[config.mk]
export PLATFORM = sky130hd
export DESIGN_NAME = drive_mode_ctrl
export DESIGN_NICKNAME = d
export VERILOG_FILES = /design/src/rtl/drive_mode_ctrl.sv
export SDC_FILE = /design/constraint.sdc
export NUM_CORES = 1
export LEC_CHECK = 0
export ABC_AREA = 1
export CORE_UTILIZATION = 64
export CTS_BUF_LIST = sky130_fd_sc_hd__clkbuf_4
export CTS_CLUSTER_SIZE = 14
export DETAILED_ROUTE_END_ITERATION = 8
export GPL_TIMING_DRIVEN = 0
export PLACE_DENSITY = 0.81
export REMOVE_ABC_BUFFERS = 1
export SYNTH_ARGS = -nofsm -noshare
export SYNTH_HDL_FRONTEND = slang
export SYNTH_SLANG_ARGS = --single-unit
[constraint.sdc]
create_clock -name sys_clk -period 2.3 [get_ports sys_clk]
set_input_delay 0.345 -clock sys_clk [delete_from_list [all_inputs] [get_ports sys_clk]]
set_output_delay 0.345 -clock sys_clk [all_outputs]
set_load 0.02 [all_outputs]
[src/rtl/drive_mode_ctrl.sv]
// drive_mode_ctrl: debounced manual-driving controller with power/drive FSM, gear latch,
// blinking turn indicators and stall pulse. Odometer is built only when DRIVE_ODOMETER_EN is defined.
module drive_mode_ctrl #(
  parameter int DEBOUNCE_CYCLES   = 200000,
  parameter int POWER_HOLD_CYCLES = 100000000,
  parameter int BLINK_HALF_CYCLES = 25000000,
  parameter int ODO_TICK_CYCLES   = 10000000,
  parameter int MILEAGE_W         = 16
) (
  input  logic                 sys_clk,
  input  logic                 rst,
  input  logic                 power_on,
  input  logic                 power_off,
  input  logic                 clutch,
  input  logic                 throttle,
  input  logic                 brake,
  input  logic                 reverse,
  input  logic                 left,
  input  logic                 right,
  output logic                 power_light,
  output logic [2:0]           state_light,
  output logic                 gear_reverse,
  output logic [3:0]           moving_cmd,
  output logic                 turn_left_light,
  output logic                 turn_right_light,
  output logic                 stall_pulse,
  output logic [MILEAGE_W-1:0] mileage
);
  localparam int N_IN   = 8;
  localparam int DB_W   = (DEBOUNCE_CYCLES > 1) ? $clog2(DEBOUNCE_CYCLES) : 1;
  localparam int HOLD_W = (POWER_HOLD_CYCLES > 1) ? $clog2(POWER_HOLD_CYCLES) : 1;
  localparam int BLK_W  = (BLINK_HALF_CYCLES > 1) ? $clog2(BLINK_HALF_CYCLES) : 1;

  typedef enum logic [2:0] {
    ST_OFF          = 3'b000,
    ST_NOT_STARTING = 3'b001,
    ST_STARTING     = 3'b010,
    ST_MOVING       = 3'b100
  } state_t;

  logic [N_IN-1:0] w_raw;
  logic [N_IN-1:0] r_sync1;
  logic [N_IN-1:0] r_sync2;
  logic [N_IN-1:0] w_filt;

  assign w_raw = {right, left, reverse, brake, throttle, clutch, power_off, power_on};

  always_ff @(posedge sys_clk) begin
    if (rst) begin
      r_sync1 <= '0;
      r_sync2 <= '0;
    end else begin
      r_sync1 <= w_raw;
      r_sync2 <= r_sync1;
    end
  end

  generate
    if (DEBOUNCE_CYCLES == 0) begin : g_nofilt
      assign w_filt = r_sync2;
    end else begin : g_filt
      for (genvar gi = 0; gi < N_IN; gi++) begin : g_ch
        logic [DB_W-1:0] r_db_cnt;
        logic            r_level;
        // Counter measures how long the synchronised level has disagreed with the accepted one.
        always_ff @(posedge sys_clk) begin
          if (rst) begin
            r_db_cnt <= '0;
            r_level  <= 1'b0;
          end else if (r_sync2[gi] == r_level) begin
            r_db_cnt <= '0;
          end else if (r_db_cnt == DB_W'(DEBOUNCE_CYCLES - 1)) begin
            r_db_cnt <= '0;
            r_level  <= r_sync2[gi];
          end else begin
            r_db_cnt <= r_db_cnt + 1'b1;
          end
        end
        assign w_filt[gi] = r_level;
      end
    end
  endgenerate

  logic w_pon, w_poff, w_clu, w_thr, w_brk, w_rev;
  assign {w_brk, w_thr, w_clu, w_poff, w_pon} = w_filt[4:0];
  assign w_rev = w_filt[5];

  state_t            r_state;
  logic              r_armed;
  logic [HOLD_W-1:0] r_hold_cnt;
  logic              r_gear;
  logic              r_stall_pulse;
  logic              w_on;
  logic              w_stall;
  logic              w_go_off;

  assign w_on    = (r_state != ST_OFF);
  assign w_stall = ((r_state == ST_NOT_STARTING) && w_thr && !w_clu) ||
                   ((r_state == ST_MOVING) && !w_brk && !w_clu && (w_rev != r_gear));
  assign w_go_off = w_on && (w_poff || w_stall);

  always_ff @(posedge sys_clk) begin
    if (rst) begin
      r_state       <= ST_OFF;
      r_armed       <= 1'b0;
      r_hold_cnt    <= '0;
      r_gear        <= 1'b0;
      r_stall_pulse <= 1'b0;
    end else begin
      r_stall_pulse <= 1'b0;
      if (w_go_off) begin
        r_state       <= ST_OFF;
        r_armed       <= 1'b0;
        r_hold_cnt    <= '0;
        r_stall_pulse <= !w_poff;
      end else begin
        case (r_state)
          ST_OFF: begin
            // Arming requires a released button so a held button cannot re-power after a stall.
            if (!w_pon) begin
              r_armed    <= 1'b1;
              r_hold_cnt <= '0;
            end else if (r_armed) begin
              if (r_hold_cnt == HOLD_W'(POWER_HOLD_CYCLES - 1)) begin
                r_state    <= ST_NOT_STARTING;
                r_gear     <= w_rev;
                r_armed    <= 1'b0;
                r_hold_cnt <= '0;
              end else begin
                r_hold_cnt <= r_hold_cnt + 1'b1;
              end
            end
          end
          ST_NOT_STARTING: begin
            if (w_thr) r_state <= ST_STARTING;
            else       r_gear  <= w_rev;
          end
          ST_STARTING: begin
            if (w_brk)                r_state <= ST_NOT_STARTING;
            else if (w_thr && !w_clu) r_state <= ST_MOVING;
            else                      r_gear  <= w_rev;
          end
          ST_MOVING: begin
            if (w_brk)                  r_state <= ST_NOT_STARTING;
            else if (w_clu || !w_thr)   r_state <= ST_STARTING;
          end
          default: r_state <= ST_OFF;
        endcase
      end
    end
  end

  logic [1:0]       r_lr;
  logic [1:0]       r_sel;
  logic [1:0]       w_sel;
  logic [BLK_W-1:0] r_blink_cnt;
  logic             r_blink_on;

  assign w_sel = w_on ? w_filt[7:6] : 2'b00;

  // Any change of the selected side set restarts the blink phase in the on half.
  always_ff @(posedge sys_clk) begin
    if (rst) begin
      r_lr        <= 2'b00;
      r_sel       <= 2'b00;
      r_blink_cnt <= '0;
      r_blink_on  <= 1'b0;
    end else begin
      r_lr  <= w_filt[7:6];
      r_sel <= w_sel;
      if (w_sel != r_sel) begin
        r_blink_cnt <= '0;
        r_blink_on  <= 1'b1;
      end else if (r_blink_cnt == BLK_W'(BLINK_HALF_CYCLES - 1)) begin
        r_blink_cnt <= '0;
        r_blink_on  <= !r_blink_on;
      end else begin
        r_blink_cnt <= r_blink_cnt + 1'b1;
      end
    end
  end

  always_comb begin
    moving_cmd = 4'b0000;
    if (r_state == ST_MOVING)
      moving_cmd = {((r_lr == 2'b11) ? 2'b00 : r_lr), r_gear, !r_gear};
  end

  assign power_light      = w_on;
  assign state_light      = r_state;
  assign gear_reverse     = r_gear;
  assign stall_pulse      = r_stall_pulse;
  assign turn_left_light  = w_on && r_blink_on && r_sel[0];
  assign turn_right_light = w_on && r_blink_on && r_sel[1];

`ifdef DRIVE_ODOMETER_EN
  localparam int ODO_W = (ODO_TICK_CYCLES > 1) ? $clog2(ODO_TICK_CYCLES) : 1;
  logic [ODO_W-1:0]     r_odo_tick;
  logic [MILEAGE_W-1:0] r_mileage;

  always_ff @(posedge sys_clk) begin
    if (rst || w_go_off) begin
      r_odo_tick <= '0;
      r_mileage  <= '0;
    end else if (r_state == ST_MOVING) begin
      if (r_odo_tick == ODO_W'(ODO_TICK_CYCLES - 1)) begin
        r_odo_tick <= '0;
        if (r_mileage != '1) r_mileage <= r_mileage + 1'b1;
      end else begin
        r_odo_tick <= r_odo_tick + 1'b1;
      end
    end
  end
  assign mileage = r_mileage;
`else
  assign mileage = '0;
`endif

endmodule

==> notes.md <==
flow finished, numbers: status finished clean, RR Startpoint g_filt.g_ch[7].r_db_cnt[0], initial core utilization 66.1%, Routed Antenna Nets 0, Mapped Area 11000 sq um, GPL Wtd Cong 0.918, Seq share, synth 41.9%, Unique masters post-synth 47, synth cell count leaders nand2_1, nor2_1, dfxtp_1, inv_1, nor3_1, unrepaired setup endpoints after global routing no, Crit-path slowest cell dfxtp_1, root buf cell clkbuf_4, internal reg-to-reg setup slack 280 ps, chip area 17800 sq um, overall power 7.21 mW, worst slew pin tran 732 ps, Crit Path Class flop to output pin, initial drt markers 628, grt ovf 0, die height 133 um, FFs w/ async S/R, synth 0%, met1 WL 9740 um, Critical Path RT 1960 ps, met2 routed WL 9760 um, # Cells Yosys 1548, largest net degree at the start of global routing 26, clk latency late pin 670 ps, Post-CTS Repair Setup Buffers 0
==> layout by cell type (no fill, tap or decap), types with 2 or more instances in the layout <==
master and count:
a21oi_2 7, nand3_2 5, nor4_2 2, clkbuf_4 75, xnor2_1 18, o21ai_4 3
nor3_1 84, nand4_1 24, nor2_1 267, clkdlybuf4s50_1 13, or2_0 3, dfxtp_2 2
nor2_2 18, conb_1 16, nor3_2 10, clkinv_2 4, nor3b_1 26, and2_1 2
nand2_2 5, nor2_4 4, inv_2 4, clkdlybuf4s15_2 2, xor2_1 47, ha_1 10
dfxtp_1 229, and3_1 2, a31oi_1 3, a21oi_1 67, inv_4 2, inv_1 202
o21ai_0 33, or2_2 16, clkinv_1 15, nor4_1 11, nand2_1 315, nand2_4 2
dlygate4sd2_1 4, nand3_1 79
==> per-stage QoR <==
step                TNS (ps)  cell area [sq um]  setup WS (ps)  util, %  cells
detailed placement   -187330              11300          -1320     67.8   1770
CTS                        0              12000           62.3     71.7   1864
global placement     -178920              11300          -1290     67.8   1770
global route               0              12000           12.4     71.7   1865
floorplan                  0              10800            663        -   1529
finish                     0              12000            159     71.7   1865
==> power by group <==
| part | internal (mW) | switching, mW | total [mW] |
|---|---|---|---|
| Combinational | 0.0332 | 0.0940 | 0.127 |
| Sequential | 4.02 | 0.0139 | 4.04 |
| Clock | 1.51 | 1.54 | 3.05 |
==> per-layer routing <==
metal / up-vias / global-route usage (%)
li1: 5024 / -
met3: 40 / 4.34
met1: 4340 / 29.0
met5: - / 0
met2: 165 / 41.6
met4: 0 / 9.66
==> critical path: cells and delay by family (launching register included) <==
kind                   cells  cell delay [ps]
and+or+nand+nor            2              270
DFF                        1              390
buffers and inverters      3              470
==> flip-flops by register name, summed over array words and instances (netlist names), 2 cells and up <==
register,flops
r_lr,2
r_sel,2
state_light,3
r_sync1,8
r_sync2,8
g_filt.g_ch.r_level,8
g_filt.g_ch.r_db_cnt,144
r_blink_cnt,25
r_hold_cnt,27
==> worst paths after layout <==
path         depth (start not counted)                           to
max                                  5              turn_left_light
min                                  3                   r_sync1[5]
min reg2reg                          2                   r_sync2[7]
max reg2reg                          8  g_filt.g_ch[7].r_db_cnt[17]
==> final cells by class <==
cell class              instances  area [sq um]
flip-flops and latches        231          4630
clock inverters                19          75.1
fillers                      1495          4730
repair buffers                 21           203
clock buffers                  75           563
well taps                     220           275
multi-input cells            1090          5440
inverters                     208           787
diodes                          1          2.50
==> kinds of logic (layout without fill, tap and decap cells) <==
kind of cell	after synthesis	after routing	share of synthesized area, %
xor gates and xnor gates	65	65	5.16
and+or+nand+nor	878	878	36.0
other	1	17	0.0340
DFF	231	231	41.9
AOI/OAI and AO/OA	121	121	6.26
buffers and inverters	242	323	9.50
adders and majority gates	10	10	1.13
==> what timing repair did <==
action                     in CTS  in global routing
hold buffers                    0                  0
gates resized                  19                  3
hold endpoints to repair        0                  0
setup endpoints to repair     171                  7
**M3 wires**

Drawn at 4 px/um. Cells faint in the background.
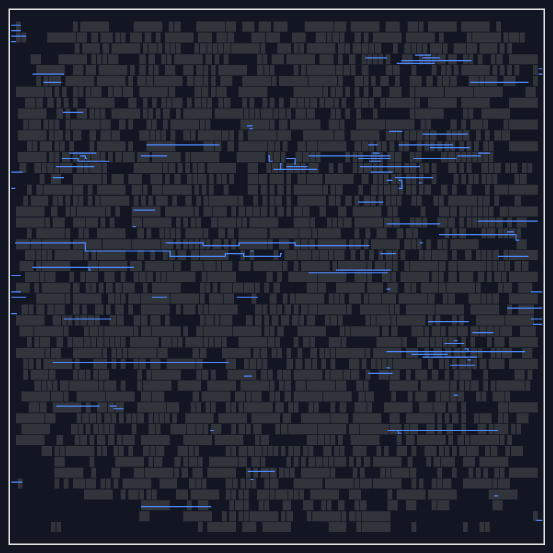
The layer carries 798 um of wire. The wires run mostly horizontal.

**Routing congestion**

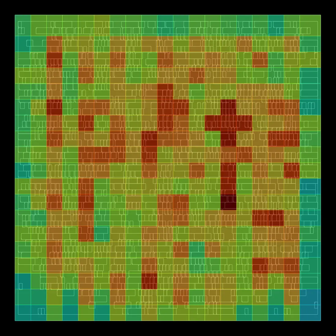
grt peak-use layer: met2
met3 GRT Util: 4.34%
met2 Resource Use GR: 41.6%
GRT Util Overall: 23.9%
per-cell routed wire length: 11.1 um

**Metal 1**

Drawn at 4 px/um. Supply wires on this layer in grey. Cells faint in the background.
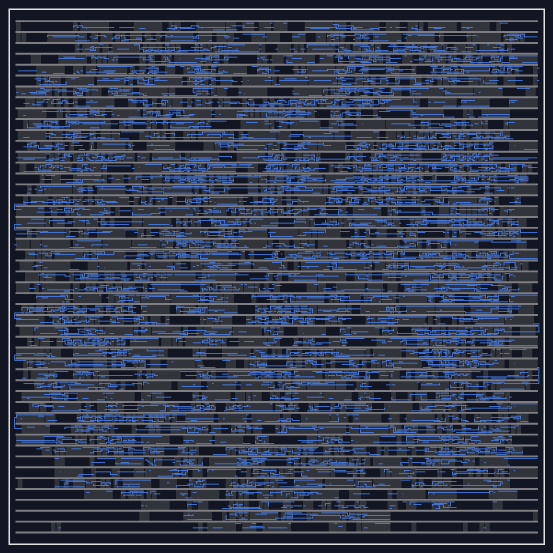
The layer carries 9740 um of wire. The wires run mostly horizontal.

**Met4 routing**

Drawn at 3 px/um. Supply wires on this layer in grey. Cells faint in the background.
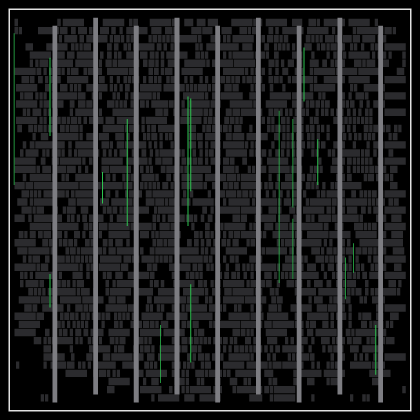
The longest straight run is 57.1 um. The layer holds 2.1% of the routed length.
routed vias: 9569
total wire length: 20700 um

Power figures rest on the tool's default switching activity, not on a simulated workload.
